**config.mk**
```make
export PLATFORM = sky130hd
export DESIGN_NAME = id_ex_stage
export DESIGN_NICKNAME = d
export VERILOG_FILES = /design/src/rtl/pipe_pkg.sv /design/src/rtl/load_use_detect.sv /design/src/rtl/id_ex_stage.sv
export SDC_FILE = /design/constraint.sdc
export NUM_CORES = 1
export LEC_CHECK = 0
export CORE_MARGIN = 1.5
export CORE_UTILIZATION = 40
export CTS_CLUSTER_SIZE = 8
export DETAILED_ROUTE_END_ITERATION = 12
export HOLD_SLACK_MARGIN = 0.08
export PLACE_DENSITY = 0.8
export SLEW_MARGIN = 25
export SYNTH_ARGS = -nofsm -noshare
export SYNTH_HDL_FRONTEND = slang
export SYNTH_SLANG_ARGS = --single-unit
```
**constraint.sdc**
```tcl
create_clock -name clk -period 2.1 [get_ports clk]
set_clock_uncertainty 0.05 [all_clocks]
set_input_delay 0.42 -clock clk [delete_from_list [all_inputs] [get_ports clk]]
set_output_delay 0.42 -clock clk [all_outputs]
set_load 0.005 [all_outputs]
```
**src/rtl/pipe_pkg.sv**
```systemverilog
// Shared pipeline types: packed EX control word, bubble constant and datapath defaults.
package pipe_pkg;

    localparam int unsigned XLEN_DEFAULT = 32;
    localparam int unsigned ALUOP_W      = 4;
    localparam int unsigned BROP_W       = 5;
    localparam int unsigned REG_W        = 5;
    localparam int unsigned CNT_W        = 32;

    localparam logic [BROP_W-1:0] BROP_NONE = 5'b00000;

    typedef struct packed {
        logic               ru_wr;
        logic               dm_rd;
        logic               dm_wr;
        logic [ALUOP_W-1:0] alu_op;
        logic               alu_a_src;
        logic               alu_b_src;
        logic [1:0]         ru_data_wr_src;
        logic [BROP_W-1:0]  br_op;
    } ctrl_t;

    localparam ctrl_t CTRL_BUBBLE = '{
        ru_wr:          1'b0,
        dm_rd:          1'b0,
        dm_wr:          1'b0,
        alu_op:         '0,
        alu_a_src:      1'b0,
        alu_b_src:      1'b0,
        ru_data_wr_src: 2'b00,
        br_op:          BROP_NONE
    };

endpackage

```
**src/rtl/load_use_detect.sv**
```systemverilog
// Combinational load-use hazard check between the ID instruction and a load sitting in EX.
import pipe_pkg::*;

module load_use_detect (
    input  logic             valid_id_i,
    input  logic [REG_W-1:0] rs1_id_i,
    input  logic [REG_W-1:0] rs2_id_i,
    input  logic             use_rs1_id_i,
    input  logic             use_rs2_id_i,
    input  logic             valid_ex_i,
    input  logic             dm_rd_ex_i,
    input  logic [REG_W-1:0] rd_ex_i,
    output logic             load_use_c
);

    logic rs1_hit;
    logic rs2_hit;

    // x0 is never a real producer, so a load targeting it cannot create a dependency
    always_comb begin
        rs1_hit    = use_rs1_id_i & (rs1_id_i == rd_ex_i);
        rs2_hit    = use_rs2_id_i & (rs2_id_i == rd_ex_i);
        load_use_c = valid_id_i & valid_ex_i & dm_rd_ex_i & (rd_ex_i != '0) & (rs1_hit | rs2_hit);
    end

endmodule

```
**src/rtl/id_ex_stage.sv**
```systemverilog
// ID/EX pipeline register with load-use bubble insertion, branch flush and global hold.
// Optional hazard counters (stall_cnt_o, flush_cnt_o) are built when HAZARD_STATS_EN is defined.
import pipe_pkg::*;

module id_ex_stage #(
    parameter int unsigned XLEN = XLEN_DEFAULT
) (
    input  logic             clk,
    input  logic             rst_n,
    input  logic             hold_i,
    input  logic             br_taken_ex_i,
    input  logic             valid_id_i,
    input  logic [XLEN-1:0]  pc_id_i,
    input  logic [REG_W-1:0] rs1_id_i,
    input  logic [REG_W-1:0] rs2_id_i,
    input  logic [REG_W-1:0] rd_id_i,
    input  logic             use_rs1_id_i,
    input  logic             use_rs2_id_i,
    input  logic [XLEN-1:0]  rs1_data_id_i,
    input  logic [XLEN-1:0]  rs2_data_id_i,
    input  logic [XLEN-1:0]  imm_id_i,
    input  ctrl_t            ctrl_id_i,
    output logic             valid_ex_o,
    output logic [XLEN-1:0]  pc_ex_o,
    output logic [XLEN-1:0]  rs1_data_ex_o,
    output logic [XLEN-1:0]  rs2_data_ex_o,
    output logic [XLEN-1:0]  imm_ex_o,
    output logic [REG_W-1:0] rs1_ex_o,
    output logic [REG_W-1:0] rs2_ex_o,
    output logic [REG_W-1:0] rd_ex_o,
    output ctrl_t            ctrl_ex_o,
`ifdef HAZARD_STATS_EN
    output logic [CNT_W-1:0] stall_cnt_o,
    output logic [CNT_W-1:0] flush_cnt_o,
`endif
    output logic             stall_ifid_o,
    output logic             flush_ifid_o
);

    logic             valid_q,    valid_d;
    logic [XLEN-1:0]  pc_q,       pc_d;
    logic [XLEN-1:0]  rs1_data_q, rs1_data_d;
    logic [XLEN-1:0]  rs2_data_q, rs2_data_d;
    logic [XLEN-1:0]  imm_q,      imm_d;
    logic [REG_W-1:0] rs1_q,      rs1_d;
    logic [REG_W-1:0] rs2_q,      rs2_d;
    logic [REG_W-1:0] rd_q,       rd_d;
    ctrl_t            ctrl_q,     ctrl_d;
    logic             load_use_c;
    logic             bubble_c;

    load_use_detect u_load_use_detect (
        .valid_id_i   (valid_id_i),
        .rs1_id_i     (rs1_id_i),
        .rs2_id_i     (rs2_id_i),
        .use_rs1_id_i (use_rs1_id_i),
        .use_rs2_id_i (use_rs2_id_i),
        .valid_ex_i   (valid_q),
        .dm_rd_ex_i   (ctrl_q.dm_rd),
        .rd_ex_i      (rd_q),
        .load_use_c   (load_use_c)
    );

    // Next EX contents: hold > flush bubble > load-use bubble > capture
    always_comb begin
        valid_d    = valid_q;
        pc_d       = pc_q;
        rs1_data_d = rs1_data_q;
        rs2_data_d = rs2_data_q;
        imm_d      = imm_q;
        rs1_d      = rs1_q;
        rs2_d      = rs2_q;
        rd_d       = rd_q;
        ctrl_d     = ctrl_q;
        bubble_c   = br_taken_ex_i | load_use_c;
        if (!hold_i) begin
            if (bubble_c) begin
                valid_d    = 1'b0;
                pc_d       = '0;
                rs1_data_d = '0;
                rs2_data_d = '0;
                imm_d      = '0;
                rs1_d      = '0;
                rs2_d      = '0;
                rd_d       = '0;
                ctrl_d     = CTRL_BUBBLE;
            end else begin
                valid_d    = valid_id_i;
                pc_d       = pc_id_i;
                rs1_data_d = rs1_data_id_i;
                rs2_data_d = rs2_data_id_i;
                imm_d      = imm_id_i;
                rs1_d      = rs1_id_i;
                rs2_d      = rs2_id_i;
                rd_d       = rd_id_i;
                ctrl_d     = ctrl_id_i;
                // Forwarding must never match x0 or an empty slot
                ctrl_d.ru_wr = ctrl_id_i.ru_wr & valid_id_i & (rd_id_i != '0);
            end
        end
    end

    always_ff @(posedge clk) begin
        if (!rst_n) begin
            valid_q    <= 1'b0;
            pc_q       <= '0;
            rs1_data_q <= '0;
            rs2_data_q <= '0;
            imm_q      <= '0;
            rs1_q      <= '0;
            rs2_q      <= '0;
            rd_q       <= '0;
            ctrl_q     <= CTRL_BUBBLE;
        end else begin
            valid_q    <= valid_d;
            pc_q       <= pc_d;
            rs1_data_q <= rs1_data_d;
            rs2_data_q <= rs2_data_d;
            imm_q      <= imm_d;
            rs1_q      <= rs1_d;
            rs2_q      <= rs2_d;
            rd_q       <= rd_d;
            ctrl_q     <= ctrl_d;
        end
    end

    // A taken branch makes the stalled ID instruction irrelevant, so flush wins
    always_comb begin
        stall_ifid_o = hold_i | (load_use_c & ~br_taken_ex_i);
        flush_ifid_o = br_taken_ex_i & ~hold_i;
    end

    assign valid_ex_o    = valid_q;
    assign pc_ex_o       = pc_q;
    assign rs1_data_ex_o = rs1_data_q;
    assign rs2_data_ex_o = rs2_data_q;
    assign imm_ex_o      = imm_q;
    assign rs1_ex_o      = rs1_q;
    assign rs2_ex_o      = rs2_q;
    assign rd_ex_o       = rd_q;
    assign ctrl_ex_o     = ctrl_q;

`ifdef HAZARD_STATS_EN
    logic [CNT_W-1:0] stall_cnt_q, stall_cnt_d;
    logic [CNT_W-1:0] flush_cnt_q, flush_cnt_d;

    // Saturating event counters, frozen while held
    always_comb begin
        stall_cnt_d = stall_cnt_q;
        flush_cnt_d = flush_cnt_q;
        if (!hold_i && br_taken_ex_i && (flush_cnt_q != '1)) begin
            flush_cnt_d = flush_cnt_q + CNT_W'(1);
        end
        if (!hold_i && !br_taken_ex_i && load_use_c && (stall_cnt_q != '1)) begin
            stall_cnt_d = stall_cnt_q + CNT_W'(1);
        end
    end

    always_ff @(posedge clk) begin
        if (!rst_n) begin
            stall_cnt_q <= '0;
            flush_cnt_q <= '0;
        end else begin
            stall_cnt_q <= stall_cnt_d;
            flush_cnt_q <= flush_cnt_d;
        end
    end

    assign stall_cnt_o = stall_cnt_q;
    assign flush_cnt_o = flush_cnt_q;
`endif

endmodule
```
**Met4 routing**

Drawn at 3 px/µm. Supply wires on this layer in gray. Cells faint in the background.
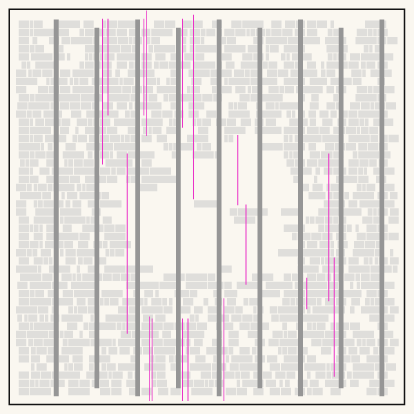
- main direction: vertical
- wire length on this layer: 603 µm
- nets with wire on the layer: 15
vias: 7,172
drt total wl: 23,100 µm

**I/O pins on the die edge**

Drawn at 3 px/µm. Pins as bars across the die edge, other pins in gray.
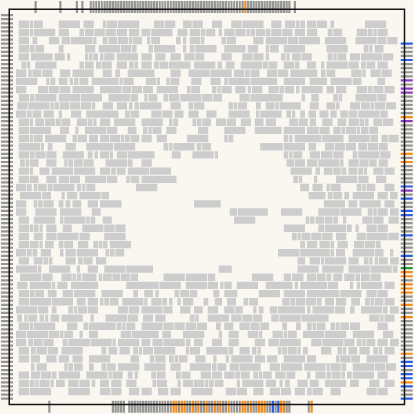
- `ctrl_ex_o`: blue (pins 16; direction output; edge 14 right, 2 bottom)
- `valid_id_i`: green (pins 1; direction input; edge right)
- `rd_ex_o`: purple (pins 5; direction output; edge right)
- `pc_id_i`: orange (pins 32; direction input; edge 19 bottom, 12 right, 1 top)
- all pins by edge: 95 left, 88 right, 78 top, 67 bottom
die width: 131 µm
# port buffers: 327
height of the die: 131 µm

**Metal 3**

Drawn at 4 px/µm. Cells faint in the background.
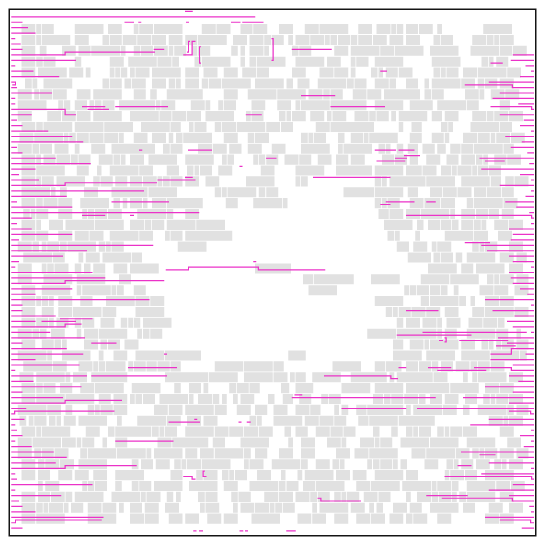
- share of all routed wire: 9.6%
- wire length on this layer: 2,210 µm
- main direction: horizontal
- longest straight run: 60.7 µm
- nets with wire on the layer: 226
met3 Use GR: 8.91%

==> results.cfg <==
; synthesis and place-and-route metrics
[timing]
rsz0062_at_grt = yes
min_period_ns = 2.24
timing.final.crit_share_pct = 107
hold_viol = 0
fin_ws_ns = -0.140
setup_viol = 1

[detailed_routing]
avgViaCountPerCell = 5.60
route.detailed.drc = 0

[synth]
syn_nets = 919
ys_cells = 753
yosysWarnings = 0
yosysChipArea_mm2 = 0.00658
synth_area_mm2 = 0.00658
synth_top_cell_by_count = nand2_1
synth-edff-count = 0
numSynthFlops = 160
async_flop_share_pct = 0

[outcome]
failed_checks = negative setup slack
status = finished, violations left

[layout]
buf_share_pct = 34.4
combAreaFraction_pct = 27.8
mostFrequentLayoutCell = clkdlybuf4s50_1
seq_area_mm2 = 0.00320

[floorplanning]
initCoreUtil_pct = 41.1
design.core.area_mm2 = 0.0160
io_pins = 328

[global_route]
antenna_found_initial = 0

[clock_tree]
clkTransAtPathRegs_ns = 0.07
cts.sinks = 160

[setup_path]
cp-start-kind = primary input

[placed_design]
gp_congestion = 0.830
dp_slack_ns = -0.576

[pwr]
pg_seq_mw = 3.39
power_leader = sequential cells
vdd_drop_max_v = 0.000585

[worst_hold_path]
hp-class = reg2reg

[run]
drv_cap = 0
[state kept, by name, indices dropped and copies added (netlist names)]
name	count
imm_ex_o	32
pc_ex_o	32
rs1_data_ex_o	32
rs2_data_ex_o	32
ctrl_ex_o	16
rd_ex_o	5
rs1_ex_o	5
rs2_ex_o	5
valid_ex_o	1
[through the flow]
step | cell area, µm² | util [%] | hold WS (ns) | instances
finish | 10900 | 68.0 | 0.418 | 1280
global route | 10900 | 68.0 | 0.440 | 1280
CTS | 10900 | 67.8 | 0.420 | 1280
detailed placement | 10200 | 63.5 | 0.403 | 1247
global placement | 10200 | 63.5 | 0.396 | 1247
floorplan | 6580 | - | 0.401 | 753
[final timing paths]
check                      startpoint                              to  slack, ns
min reg2reg  rs1_ex_o[4]$_SDFFE_PN0N_        rs1_ex_o[4]$_SDFFE_PN0N_       0.42
max reg2reg   rd_ex_o[3]$_SDFFE_PN0N_  rs1_data_ex_o[15]$_SDFFE_PN0N_       0.06
max                       rs1_id_i[1]                    stall_ifid_o      -0.14
min          rs1_ex_o[4]$_SDFFE_PN0N_        rs1_ex_o[4]$_SDFFE_PN0N_       0.42
[cells by family (layout without fill, tap and decap cells)]
group	Yosys count	in the layout	share of synthesized area, %
AND-OR/OR-AND	324	324	34.1
AND/OR/NAND/NOR	171	171	10.1
flip-flops	160	160	48.7
buffers and inverters	88	399	5.82
XOR/XNOR	10	10	1.33
[repair_timing]
action	4_1_cts	5_1_grt
gates cloned	1	0
resized	11	4
setup endpoints to repair	114	85
pin swaps	5	6
[layer usage]
metal	wire, µm	part of all wire (%)	GRT usage [%]	vias up
li1	-	-	-	3448
met1	9260	40	31.1	3368
met2	11000	48	41.4	319
met3	2210	9.6	8.91	37
met4	602	2.6	10.1	0
met5	0	0	0	-
